$ cat src/rtl/multi_sprite_renderer.sv
// N-sprite rectangle renderer: frame-synchronous attribute shadowing,
// two-stage hit/merge pipeline and per-frame sprite collision flags.
module multi_sprite_renderer #(
  parameter int NUM_SPRITES = 4,
  parameter int COORD_W     = 10,
  parameter int SIZE_W      = 7,
  parameter int ID_W        = 2
) (
  input  logic                           clk,
  input  logic                           reset,
  input  logic [COORD_W-1:0]             hcount,
  input  logic [COORD_W-1:0]             vcount,
  input  logic                           display_en,
  input  logic                           frame_start,
  input  logic [NUM_SPRITES*COORD_W-1:0] sprite_x,
  input  logic [NUM_SPRITES*COORD_W-1:0] sprite_y,
  input  logic [NUM_SPRITES*SIZE_W-1:0]  sprite_w,
  input  logic [NUM_SPRITES*SIZE_W-1:0]  sprite_h,
  input  logic [NUM_SPRITES*12-1:0]      sprite_color,
  input  logic [NUM_SPRITES-1:0]         sprite_center,
  input  logic [NUM_SPRITES-1:0]         sprite_en,
  output logic [3:0]                     sprite_r,
  output logic [3:0]                     sprite_g,
  output logic [3:0]                     sprite_b,
  output logic                           sprite_active,
  output logic [ID_W-1:0]                sprite_id,
  output logic [NUM_SPRITES-1:0]         collision,
  output logic                           collision_valid
);

  // Two extra bits: one for sign, one for headroom above x+w.
  localparam int EW = COORD_W + 2;

  logic [NUM_SPRITES*COORD_W-1:0] sh_x;
  logic [NUM_SPRITES*COORD_W-1:0] sh_y;
  logic [NUM_SPRITES*SIZE_W-1:0]  sh_w;
  logic [NUM_SPRITES*SIZE_W-1:0]  sh_h;
  logic [NUM_SPRITES*12-1:0]      sh_color;
  logic [NUM_SPRITES-1:0]         sh_center;
  logic [NUM_SPRITES-1:0]         sh_en;

  logic [NUM_SPRITES-1:0] hit;
  logic [NUM_SPRITES-1:0] hit_q;
  logic                   de_q;
  logic                   fs_d;
  logic [NUM_SPRITES-1:0] acc;

  logic                   win_any;
  logic [ID_W-1:0]        win_idx;
  logic [11:0]            win_color;
  logic                   multi_hit;
  logic [NUM_SPRITES-1:0] coll_add;

  logic signed [EW-1:0] hc_s;
  logic signed [EW-1:0] vc_s;

  assign hc_s = signed'({2'b00, hcount});
  assign vc_s = signed'({2'b00, vcount});

  // Shadow attributes: captured only at frame start so a frame never tears.
  always_ff @(posedge clk or negedge reset) begin
    if (!reset) begin
      sh_x      <= '0;
      sh_y      <= '0;
      sh_w      <= '0;
      sh_h      <= '0;
      sh_color  <= '0;
      sh_center <= '0;
      sh_en     <= '0;
    end else if (frame_start) begin
      sh_x      <= sprite_x;
      sh_y      <= sprite_y;
      sh_w      <= sprite_w;
      sh_h      <= sprite_h;
      sh_color  <= sprite_color;
      sh_center <= sprite_center;
      sh_en     <= sprite_en;
    end
  end

  // Per-sprite rectangle test in signed arithmetic; negative edges clip naturally.
  for (genvar g = 0; g < NUM_SPRITES; g++) begin : g_hit
    logic signed [EW-1:0] xe;
    logic signed [EW-1:0] ye;
    logic signed [EW-1:0] we;
    logic signed [EW-1:0] he;
    logic signed [EW-1:0] left;
    logic signed [EW-1:0] top;

    assign xe   = signed'({2'b00, sh_x[g*COORD_W +: COORD_W]});
    assign ye   = signed'({2'b00, sh_y[g*COORD_W +: COORD_W]});
    assign we   = signed'({{(EW-SIZE_W){1'b0}}, sh_w[g*SIZE_W +: SIZE_W]});
    assign he   = signed'({{(EW-SIZE_W){1'b0}}, sh_h[g*SIZE_W +: SIZE_W]});
    assign left = sh_center[g] ? (xe - (we >>> 1)) : xe;
    assign top  = sh_center[g] ? (ye - (he >>> 1)) : ye;

    // "c < edge + size" is the inclusive "c <= edge + size - 1" kept fully signed.
    assign hit[g] = sh_en[g] & display_en
                  & (we != '0) & (he != '0)
                  & (hc_s >= left) & (hc_s < left + we)
                  & (vc_s >= top)  & (vc_s < top + he);
  end

  // Stage 1 register: hit vector, display enable and delayed frame start.
  always_ff @(posedge clk or negedge reset) begin
    if (!reset) begin
      hit_q <= '0;
      de_q  <= 1'b0;
      fs_d  <= 1'b0;
    end else begin
      hit_q <= hit;
      de_q  <= display_en;
      fs_d  <= frame_start;
    end
  end

  // Fixed priority: lowest-index hit wins.
  always_comb begin
    win_any   = 1'b0;
    win_idx   = '0;
    win_color = '0;
    for (int unsigned i = NUM_SPRITES; i > 0; i--) begin
      if (hit_q[i-1]) begin
        win_any   = 1'b1;
        win_idx   = ID_W'(i-1);
        win_color = sh_color[(i-1)*12 +: 12];
      end
    end
  end

  // Stage 2 register: merged pixel outputs.
  always_ff @(posedge clk or negedge reset) begin
    if (!reset) begin
      sprite_r      <= '0;
      sprite_g      <= '0;
      sprite_b      <= '0;
      sprite_active <= 1'b0;
      sprite_id     <= '0;
    end else if (win_any && de_q) begin
      sprite_r      <= win_color[11:8];
      sprite_g      <= win_color[7:4];
      sprite_b      <= win_color[3:0];
      sprite_active <= 1'b1;
      sprite_id     <= win_idx;
    end else begin
      sprite_r      <= '0;
      sprite_g      <= '0;
      sprite_b      <= '0;
      sprite_active <= 1'b0;
      sprite_id     <= '0;
    end
  end

  // Two or more bits set <=> clearing the lowest set bit leaves something.
  assign multi_hit = |(hit_q & (hit_q - NUM_SPRITES'(1)));
  assign coll_add  = multi_hit ? hit_q : '0;

  // Collision accumulator, closed out (including this cycle) on delayed frame start.
  always_ff @(posedge clk or negedge reset) begin
    if (!reset) begin
      acc             <= '0;
      collision       <= '0;
      collision_valid <= 1'b0;
    end else if (fs_d) begin
      acc             <= '0;
      collision       <= acc | coll_add;
      collision_valid <= 1'b1;
    end else begin
      acc             <= acc | coll_add;
      collision_valid <= 1'b0;
    end
  end

endmodule

$ cat config.mk
export PLATFORM = sky130hd
export DESIGN_NAME = multi_sprite_renderer
export DESIGN_NICKNAME = d
export VERILOG_FILES = /design/src/rtl/multi_sprite_renderer.sv
export SDC_FILE = /design/constraint.sdc
export NUM_CORES = 1
export LEC_CHECK = 0
export CAP_MARGIN = 20
export CELL_PAD_IN_SITES_DETAIL_PLACEMENT = 1
export CELL_PAD_IN_SITES_GLOBAL_PLACEMENT = 1
export CORE_MARGIN = 8
export CORE_UTILIZATION = 30
export DETAILED_ROUTE_END_ITERATION = 8
export PLACE_DENSITY_LB_ADDON = 0.1
export SKIP_LAST_GASP = 1
export SYNTH_ARGS = -nofsm -noshare
export SYNTH_HDL_FRONTEND = slang
export SYNTH_SLANG_ARGS = --single-unit
$ cat constraint.sdc
create_clock -name clk -period 4.8 [get_ports clk]
set_input_delay 0.48 -clock clk [delete_from_list [all_inputs] [get_ports clk]]
set_output_delay 0.48 -clock clk [all_outputs]
set_load 0.01 [all_outputs]
==> images/drive_strength.png <==
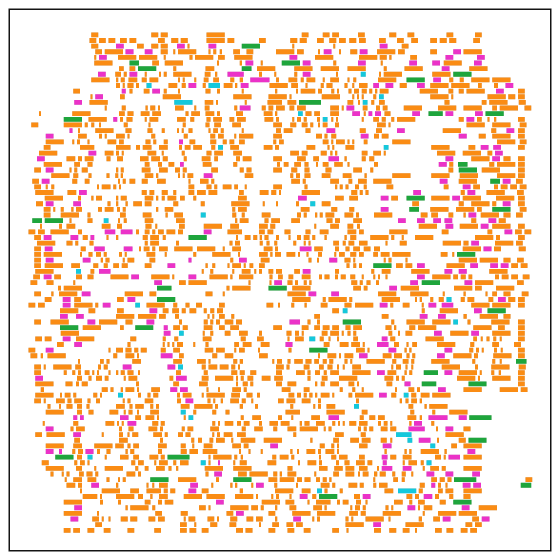
legend:
  magenta:
    size: drive 2
    cells: 221
    share: 10%
    most_used: mux2_2
  cyan:
    size: drive 3 to 4
    cells: 34
    share: 1.6%
    most_used: buf_4
  green:
    size: drive 6 and up
    cells: 45
    share: 2.1%
    most_used: clkbuf_16
  orange:
    size: drive 1 or less
    cells: 1834
    share: 86%
    most_used: ha_1

==> reports/metrics.yaml <==
outcome: "complete, no violations"
comb_area_share_pct: 52.7
switchingPower_mw: 3.16
grt_pass1_wl_um: 93300
fin_crit_ps: 4650
n_antenna_cell: 5
n_all_inverters: 140
crit_path_end: "hit_q[2]$_DFF_PN0_"
cts_buffer_depth: 3
lay_top_cells: "ha_1 (254), clkdlybuf4s50_1 (233), dfrtp_1 (220)"
dpl.cell_count: 2847
totalPowerFinal_mw: 8.45
top_area_share_pct: 30.9
drt-total-wl_um: 58600
fp.dieW_um: 261
syn_inst: 1865
logic_area_sq_mm: 0.0119
holdPathEnd: "sh_h[25]$_DFFE_PN0P_"
filler_cell_count: 6634
met1_usage_pct: 23.0
clk_latency_ps: 600
min_from: "sprite_h[25]"
fin_crit_sh_pct: 96.8
lay_top_count: "ha_1"
fin_hold_ws_ps: 447
drt_iter0_drc: 501
syn-cell-area_sq_mm: 0.0180
powerSeq_mw: 2.22
crit_cells: 21
logic_gate_count: 1454
cts_tree: "done"
globalRouteMet2Util_pct: 27.5
tool_warnings: 42
critPathKind: "flop to flop"
slew_headroom_pct: 28.5
clkSinkCount: 222
p_comb_mw: 3.87
wl_met2_um: 26200
ctsRootBufferMaster: "clkbuf_16"
swShare_pct: 37.4
first_pass_iters: 5
postSynth.asyncResetShare_pct: 100
busiest_layer: "met2"
min_path_type: "primary input to flop"
largest_area_cell: "dfrtp_1"
ys_seq_share_pct: 30.9
top_cell: "ha_1"
worstHoldPathCells: 3
ir_drop_mv: 0.296
ys_chip_area_sq_mm: 0.0180
clock_skew_ps: 12.5
final_util_pct: 38.2
vias: 15000
cts.reportedPaths.clkPinSlew_ps: 60
seq_cells: 222
avgSynthCellArea_sq_um: 9.65
coreArea_sq_mm: 0.0591
antenna_found_initial: 12
floorplan.nets: 2357
ant_nets: 0
globalplace.congestion: 0.799
slowest_delay_ps: 370
pwr_density_cell_mw_per_mm2: 374
path_max_fanout: 5
grt_util_met3_pct: 3.51
io-pin-count: 236
crit_start: "sh_y[20]$_DFFE_PN0P_"
grt_max_degree: 115
groute.usage.overall_pct: 17.2
maxSlewViolCount: 0
required_ps: 5280
h-tree-depth: 1
setup_viol: 0
r2r_slack_ps: 150
rsz0062_at_grt: "true"
cp_slowest_cell: "fa_2"
num-clock-buffers: 41
post-place-ws_ps: -114
crit_chain: "inv_1 > ha_2 > inv_1 > fa_2 > a21oi_4 > o21bai_1 > xor2_1 > mux2_2 > ha_4 > and3_1 > a221o_1 > nor2_2 > xor2_1 > ha_1 > a21o_1 > a211oi_2 > o211a_1 > o21ai_1 > o211ai_1 > a31oi_1 > nor4_1"
edf_count: 0
synth_cell_types: 74
r2r_end: "hit_q[2]$_DFF_PN0_"
yosys_warnings: 0
rr_startpoint: "sh_y[20]$_DFFE_PN0P_"
layout.non_clock_buffers: 265
cp_top_family: "AND-OR/OR-AND gates"
==> images/cell_classes.png <==
The bar under the picture is 100 um long. Fill, decap, tap and diode cells in grey.
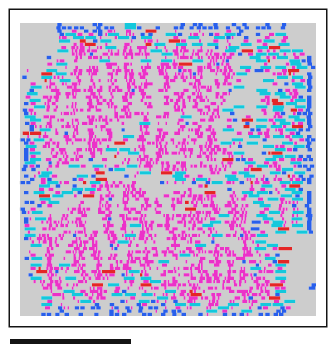
legend:
  red:
    class: clock drivers and dummy loads
    cells: 53
    share_of_their_area: 4.7%
  blue:
    class: other buffers and delay cells
    cells: 265
    share_of_their_area: 12%
  cyan:
    class: flip-flops
    cells: 222
    share_of_their_area: 26%
  magenta:
    class: all other logic
    cells: 1594
    share_of_their_area: 57%

registers in the layout (all words and copies together), names as in the netlist:
name,count
collision,4
sh_center,4
acc,4
sh_x,40
de_q,1
sprite_r,4
sprite_active,1
sh_y,40
sh_h,28
fs_d,1
sh_en,4
sprite_id,2
sprite_b,4
collision_valid,1
sh_color,48
sprite_g,4
hit_q,4
sh_w,28
kinds of logic after synthesis:
logic type / Yosys count / synth area share (%)
buf+inv: 189 / 3.96
xor+xnor: 102 / 5.05
fa+ha+maj: 279 / 20.0
compound gates: 460 / 16.8
flops: 222 / 30.9
simple gates: 440 / 12.5
mux: 173 / 10.8
repair_timing:
item                                    4_1_cts  5_1_grt
hold buffers                                  1        0
cloned                                        0        0
endpoints found under the setup margin        2        4
hold endpoints to repair                     20        0
pin swaps                                     0        9
setup buffers                                 0        6
gates resized                                 3       40
